==> run_1/m3.png <==
Scale: 3 px per µm. Cells faint in the background.
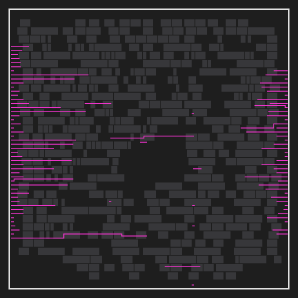
==> run_1/sizing.png <==
Scale: 4 px per µm.
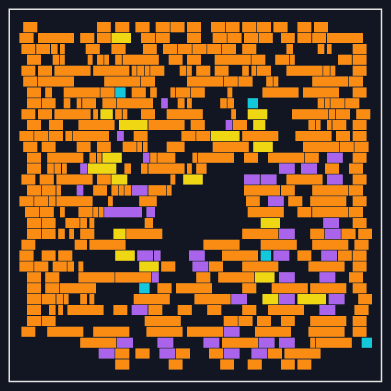
==> run_1/placed.png <==
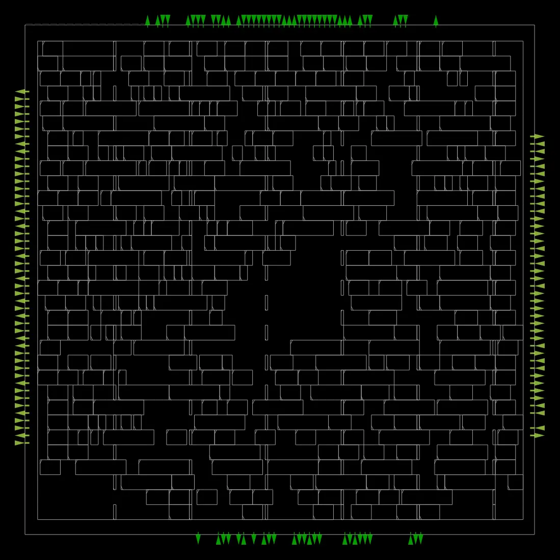
**config.mk**
```make
export PLATFORM = sky130hd
export DESIGN_NAME = bram16_arbiter
export DESIGN_NICKNAME = d
export VERILOG_FILES = /design/src/rtl/bram16_arbiter.sv
export SDC_FILE = /design/constraint.sdc
export NUM_CORES = 1
export LEC_CHECK = 0
export ABC_AREA = 0
export CAP_MARGIN = 10
export CORE_MARGIN = 2
export CORE_UTILIZATION = 38
export DETAILED_ROUTE_END_ITERATION = 10
export GPL_TIMING_DRIVEN = 0
export PLACE_DENSITY = 0.77
export SLEW_MARGIN = 20
export SYNTH_ARGS = -nofsm -noshare
export SYNTH_HDL_FRONTEND = slang
export SYNTH_SLANG_ARGS = --single-unit
```
**constraint.sdc**
```tcl
create_clock -name sys_clk -period 2 [get_ports sys_clk]
set_input_delay 0.4 -clock sys_clk [delete_from_list [all_inputs] [get_ports sys_clk]]
set_output_delay 0.4 -clock sys_clk [all_outputs]
set_load 0.05 [all_outputs]
```
**src/rtl/bram16_arbiter.sv**
```systemverilog
// bram16_arbiter: two-master round-robin sequencer for a single-port 16-bit
// block RAM with a 1-cycle registered read and read-before-write behaviour.
// Each access runs IDLE -> ISSUE -> CAPTURE -> DONE, so there is one access
// every four cycles, with a single-cycle ack back to the winning master.
module bram16_arbiter #(
  parameter int adr_width = 11
) (
  input  logic        sys_clk,
  input  logic        sys_rst,
  input  logic        i_req,
  input  logic        i_we,
  input  logic [15:0] i_adr,
  input  logic [15:0] i_dat_w,
  output logic [15:0] i_dat_r,
  output logic        i_ack,
  input  logic        d_req,
  input  logic        d_we,
  input  logic [15:0] d_adr,
  input  logic [15:0] d_dat_w,
  output logic [15:0] d_dat_r,
  output logic        d_ack,
  output logic [15:0] bram_a,
  output logic        bram_we,
  output logic [15:0] bram_wdata,
  input  logic [15:0] bram_rdata,
  output logic        busy,
  output logic        grant_d
);

  typedef enum logic [1:0] {
    IDLE    = 2'd0,
    ISSUE   = 2'd1,
    CAPTURE = 2'd2,
    DONE    = 2'd3
  } state_t;

  state_t      state;
  state_t      state_nxt;
  logic        take;
  logic        win_d;
  logic        win_we;
  logic [15:0] win_adr;
  logic [15:0] win_dat;

  // State register; reset aborts any access in flight.
  always_ff @(posedge sys_clk or negedge sys_rst) begin
    if (!sys_rst) state <= IDLE;
    else          state <= state_nxt;
  end

  // Sequencing and arbitration: a tie goes to whoever did not own the last access.
  always_comb begin
    state_nxt = state;
    take      = 1'b0;
    win_d     = 1'b0;
    unique case (state)
      IDLE: begin
        if (i_req || d_req) begin
          take      = 1'b1;
          win_d     = (i_req && d_req) ? !grant_d : d_req;
          state_nxt = ISSUE;
        end
      end
      ISSUE:   state_nxt = CAPTURE;
      CAPTURE: state_nxt = DONE;
      DONE:    state_nxt = IDLE;
      default: state_nxt = IDLE;
    endcase
  end

  assign win_we  = win_d ? d_we    : i_we;
  assign win_adr = win_d ? d_adr   : i_adr;
  assign win_dat = win_d ? d_dat_w : i_dat_w;
  assign busy    = (state != IDLE);

  // RAM pins, grant owner, read data and acks. Acks default low so they pulse
  // for exactly the DONE cycle; the loser's read data simply holds.
  always_ff @(posedge sys_clk or negedge sys_rst) begin
    if (!sys_rst) begin
      bram_a     <= '0;
      bram_we    <= 1'b0;
      bram_wdata <= '0;
      grant_d    <= 1'b1;
      i_dat_r    <= '0;
      d_dat_r    <= '0;
      i_ack      <= 1'b0;
      d_ack      <= 1'b0;
    end else begin
      i_ack <= 1'b0;
      d_ack <= 1'b0;
      unique case (state)
        IDLE: begin
          if (take) begin
            bram_a     <= {win_adr[15:adr_width], win_adr[adr_width-1:0]};
            bram_we    <= win_we;
            bram_wdata <= win_dat;
            grant_d    <= win_d;
          end else begin
            bram_we <= 1'b0;
          end
        end
        ISSUE: bram_we <= 1'b0;
        CAPTURE: begin
          if (grant_d) begin
            d_dat_r <= bram_rdata;
            d_ack   <= 1'b1;
          end else begin
            i_dat_r <= bram_rdata;
            i_ack   <= 1'b1;
          end
        end
        DONE: ;
        default: ;
      endcase
    end
  end

endmodule

```
==> flow_metrics.py, run 1 <==
# Synthesis and PnR figures
metrics = {
    "run_status": {
        "status": "finished clean",
    },
    "worst_setup_path": {
        "cp_num_buf_inv": 1,
        "cp.arrival_ns": 1.53,
        "critPathKind": "flop to output pin",
        "slowest_delay_ns": 0.82,
        "cp-startpoint": "bram_a[14]",
        "cp-end-kind": "output pin",
        "cp_top_family": "buffers and inverters",
        "worstPathRequired_ns": 1.60,
        "cp_slowest_cell": "clkdlybuf4s50_1",
        "crit_fanout": 2,
    },
    "final_layout": {
        "final_cells": 509,
        "area.sequential_mm2": 0.00175,
        "insertedDiodeCount": 0,
        "stdcell_area_mm2": 0.00486,
        "drive_gt1_frac": 0.162,
        "area_delta_synth_final_pct": 62.6,
    },
    "placed_design": {
        "finalWeightedCongestion": 0.721,
        "preCtsSetupSlack_ns": 0.0246,
        "place_inst": 492,
    },
    "routing": {
        "drtAntennaViolNets": 0,
        "drt_iter0_markers": 37,
    },
    "timing": {
        "setup_violations": 0,
        "clock_skew_ns": 0.00735,
        "tns_ns": 0,
        "finalClockPeriodUsage": 0.963,
        "worst_slew_pin_slew_ns": 0.539,
        "slew_violations": 0,
        "hold_viol_final": 0,
    },
    "cts": {
        "clock.latency.late_pin_ns": 0.34,
        "cts.sinks": 70,
        "cts_resized": 4,
        "cts_tree": "yes",
        "post_cts_buffers": 0,
        "holdBufCountCts": 1,
    },
    "synthesis": {
        "post_synth_num_cell_types": 20,
        "synth-async-reset-ratio": 1.00,
        "synth_warnings": 0,
        "netlist_area_mm2": 0.00299,
        "synth-edff-count": 0,
        "yosysTopAreaCell": "dfrtp_1",
        "numSynthFlops": 70,
        "top_cell": "dfrtp_1",
        "avgSynthCellArea_um2": 12.7,
        "top_cells_by_count": "dfrtp_1 (69), nand2_1 (36), mux2_2 (33), mux2i_1 (33), o21ai_1 (30)",
    },
    "grt": {
        "grt_max_degree": 42,
        "grt_overflow": 0,
        "antenna_found_initial": 0,
    },
    "power_and_ir_drop": {
        "p_leak_nw": 2.24,
        "p_per_area_mw_per_mm2": 1890,
        "ir_drop_v": 0.000780,
    },
    "floorplanning": {
        "fp_util": 0.389,
        "pin_count": 155,
        "fp.dieArea_mm2": 0.00859,
        "die_x_um": 92.7,
    },
    "flow_run": {
        "max_cap_violations": 0,
    },
    "hold_path": {
        "hold_path_class": "flop to flop",
    },
}
Notes on m3.png above:
- nets with wire on the layer: 91
- wire length on this layer: 639 µm
- main direction: horizontal
- share of all routed wire: 8.8%
- longest straight run: 25.5 µm
final wirelength: 7240 µm
via total after detailed routing: 2,356
met3 GRT Util: 0.0635

Notes on sizing.png above:
- x1 and smaller: orange (cells 341)
- x2: purple (cells 43)
- x6 and larger: yellow (cells 18)
- x3 and x4: cyan (cells 5)

Notes on placed.png above:
Tap Count: 102
total core area: 0.00769 mm²
fill count: 630
row cnt: 32
Finished Core Util: 0.632

==> run 1: cell families after synthesis <==
group	share of synthesized area
DFF	0.586
muxes	0.235
and+or+nand+nor	0.0557
AOI/OAI and AO/OA	0.0594
buffers and inverters	0.0469
adders and majority gates	0.0167
==> run 1: cell usage in the layout (no fill, tap or decap), types with 8 or more instances in the layout <==
cell type        Yosys  routed
clkdlybuf4s50_1      0     151
dfrtp_1             69      69
o21ai_1             30      30
buf_2                7       8
nand2_1             36      36
clkbuf_8             0       9
mux2_2              33      33
mux2i_1             33      33
==> run 1: final timing paths <==
check / to / cells past startpoint / slack (ns)
min: bram_a[15] / 2 / 0.48
max reg2reg: i_dat_r[7] / 6 / 0.24
min in group asynchronous: d_ack / 2 / 0.53
max: bram_a[14] / 1 / 0.07
min reg2reg: bram_a[15] / 2 / 0.48
max in group asynchronous: d_dat_r[11] / 3 / 0.91
==> run 1: cell type report <==
cell class / count / area share
sequential: 70 / 0.361
timing repair buffer: 156 / 0.322
buffer: 14 / 0.0257
multi-input combinational: 147 / 0.226
clock inverter: 7 / 0.0116
clock buffer: 9 / 0.0255
tap: 102 / 0.0263
inverter: 4 / 0.00309
==> run 1: where the power goes <==
group          switching, mW  internal [mW]
clock                  0.573          0.462
combinational           3.59           2.09
sequential             0.354           2.13
total                   4.52           4.68
==> run 1: metal layers <==
metal  vias to the layer above  GRT usage  share of wire
met3                        11     0.0635          0.088
met2                        98      0.299           0.49
met5                         -          0              0
met4                         0     0.0748          0.016
li1                       1141          -              -
met1                      1106      0.214           0.41
==> run 1: worst register-to-register path, stage by stage, from the launching register on <==
cell and delay, ns:
dfrtp_1 0.39, inv_1 0.13, ha_1 0.22, nor2b_1 0.14, buf_2 0.24, buf_6 0.19, mux2_2 0.35
==> run_1/class_map.png <==
Scale: 4 px per µm.
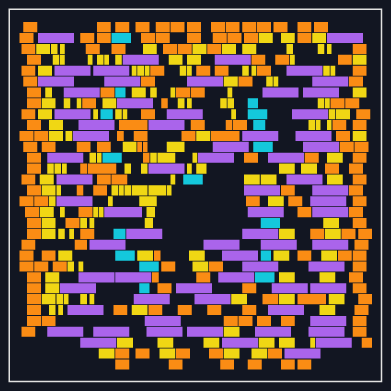

## Run 2: what changed since run 1
clock period = 1.9 ns   (was 2 ns; I/O delays follow)
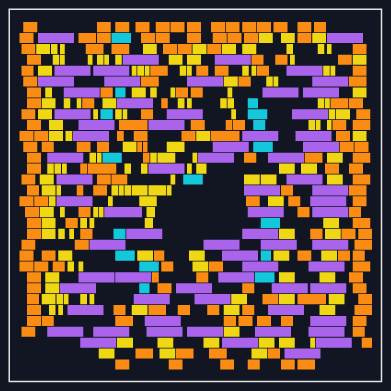
(run_2/class_map.png)
Scale: 4 px per µm.
- remaining logic cells: yellow (cells 151)
- clock drivers and dummy loads: cyan (cells 16)
- sequential cells: purple (cells 70)
- remaining buffers and delay cells: orange (cells 170)
Seq/total area: 0.360
Finished Core Util: 0.633

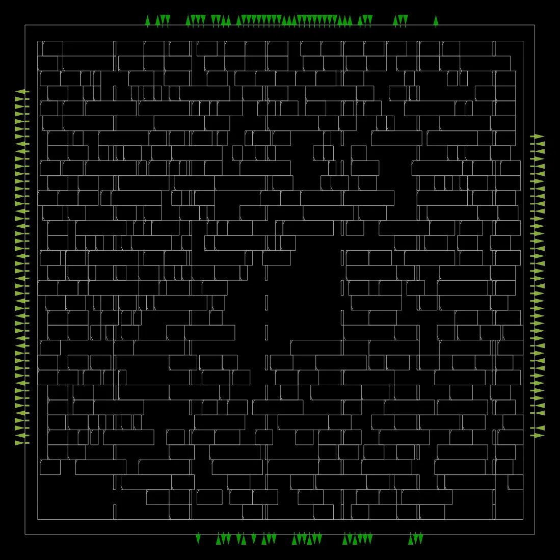
(run_2/placed.png)
sequential cell count: 70
Finished Layout Cells: 509
fill count: 646

==> flow_metrics.py, run 2 <==
# Synthesis and PnR figures
metrics = {
    "run_status": {
        "status": "finished clean",
    },
    "power_and_ir_drop": {
        "seqPwrFrac": 0.277,
        "clkPwrFrac": 0.117,
        "intPower_mw": 4.60,
        "p_seq_mw": 2.59,
        "p_leak_nw": 2.55,
        "swShare": 0.507,
        "ir_drop_v": 0.000786,
        "power_leader": "combinational logic",
    },
    "synthesis": {
        "top_cell": "dfrtp_1",
        "top_cells_by_count": "dfrtp_1 (69), nand2_1 (36), mux2_2 (33), mux2i_1 (33), o21ai_1 (30)",
        "synth-async-reset-ratio": 1.00,
    },
    "worst_setup_path": {
        "r2r.worst_path.cells": 6,
        "cp_slowest_cell": "clkdlybuf4s50_1",
        "critPathKind": "flop to output pin",
        "crit_path_end": "bram_wdata[6]",
        "cp-startpoint": "bram_wdata[6]",
        "cp.arrival_ns": 1.47,
        "cp_num_buf_inv": 1,
        "crit_fanout": 2,
    },
    "final_layout": {
        "area_delta_synth_final_pct": 62.8,
        "layout_top_cell": "clkdlybuf4s50_1",
        "insertedDiodeCount": 0,
        "final_cell_mix": "clkdlybuf4s50_1 (87), dfrtp_1 (69), dlygate4sd2_1 (42)",
    },
    "flow_run": {
        "max_cap_violations": 0,
    },
    "cts": {
        "cts_tree": "yes",
        "clock.latency.late_pin_ns": 0.34,
    },
    "hold_path": {
        "hold_path_class": "flop to flop",
    },
    "floorplanning": {
        "core_area_mm2": 0.00769,
        "fp.dieArea_mm2": 0.00859,
        "fp_util": 0.389,
    },
    "routing": {
        "drtAntennaViolNets": 0,
        "num_vias": 2363,
    },
    "timing": {
        "finalClockPeriodUsage": 0.976,
        "clock_skew_ns": 0.00759,
    },
    "placed_design": {
        "finalWeightedCongestion": 0.721,
    },
    "grt": {
        "antenna_found_initial": 0,
    },
}
[run 2: cell counts after synthesis]
Identical to the previous run, type by type.
[run 2: kinds of logic (layout without fill, tap and decap cells)]
family                     after synthesis  count (layout)  share of synthesized area
buffers and inverters                   18             190                     0.0469
muxes                                   66              66                      0.235
DFF                                     70              70                      0.586
adders and majority gates                4               4                     0.0167
and+or+nand+nor                         42              42                     0.0557
AOI/OAI and AO/OA                       35              35                     0.0594
[run 2: layout make-up]
type                            instances  share of cell area
Clock inverter                          7              0.0116
Inverter                                4             0.00309
Clock buffer                            9              0.0255
Tap cell                              102              0.0262
Multi-Input combinational cell        147               0.225
Sequential cell                        70               0.360
Timing Repair Buffer                  156               0.322
Buffer                                 14              0.0262
[run 2: through the flow]
| stage | TNS, ns | cells | utilization | area [µm²] | power (mW) |
|---|---|---|---|---|---|
| floorplan | 0 | 235 | - | 2990 | 6.63 |
| global placement | -130.17 | 491 | 0.606 | 4660 | 8.58 |
| detailed placement | -0.0554 | 492 | 0.608 | 4680 | 8.72 |
| CTS | -0.0162 | 509 | 0.626 | 4810 | 9.50 |
| global route | 0 | 509 | 0.633 | 4870 | 9.89 |
| finish | 0 | 509 | 0.633 | 4870 | 9.34 |
[run 2: worst reg2reg max path, stage by stage (launching register included)]
cell and delay [ns]:
dfrtp_1 0.39, inv_1 0.13, ha_1 0.22, nor2b_1 0.15, clkbuf_4 0.22, buf_6 0.17
mux2_2 0.34
[run 2: timing repair]
item	CTS	global route
hold buffers	1	0
hold endpoints to repair	28	0
resized	46	26
endpoints found under the setup margin	44	27
[run 2: per-layer routing]
layer	global-route usage	part of all wire
met2	0.302	0.49
met1	0.210	0.41
met3	0.0618	0.085
met5	0	0
met4	0.0748	0.016
Power is estimated from default activity; no workload was simulated.
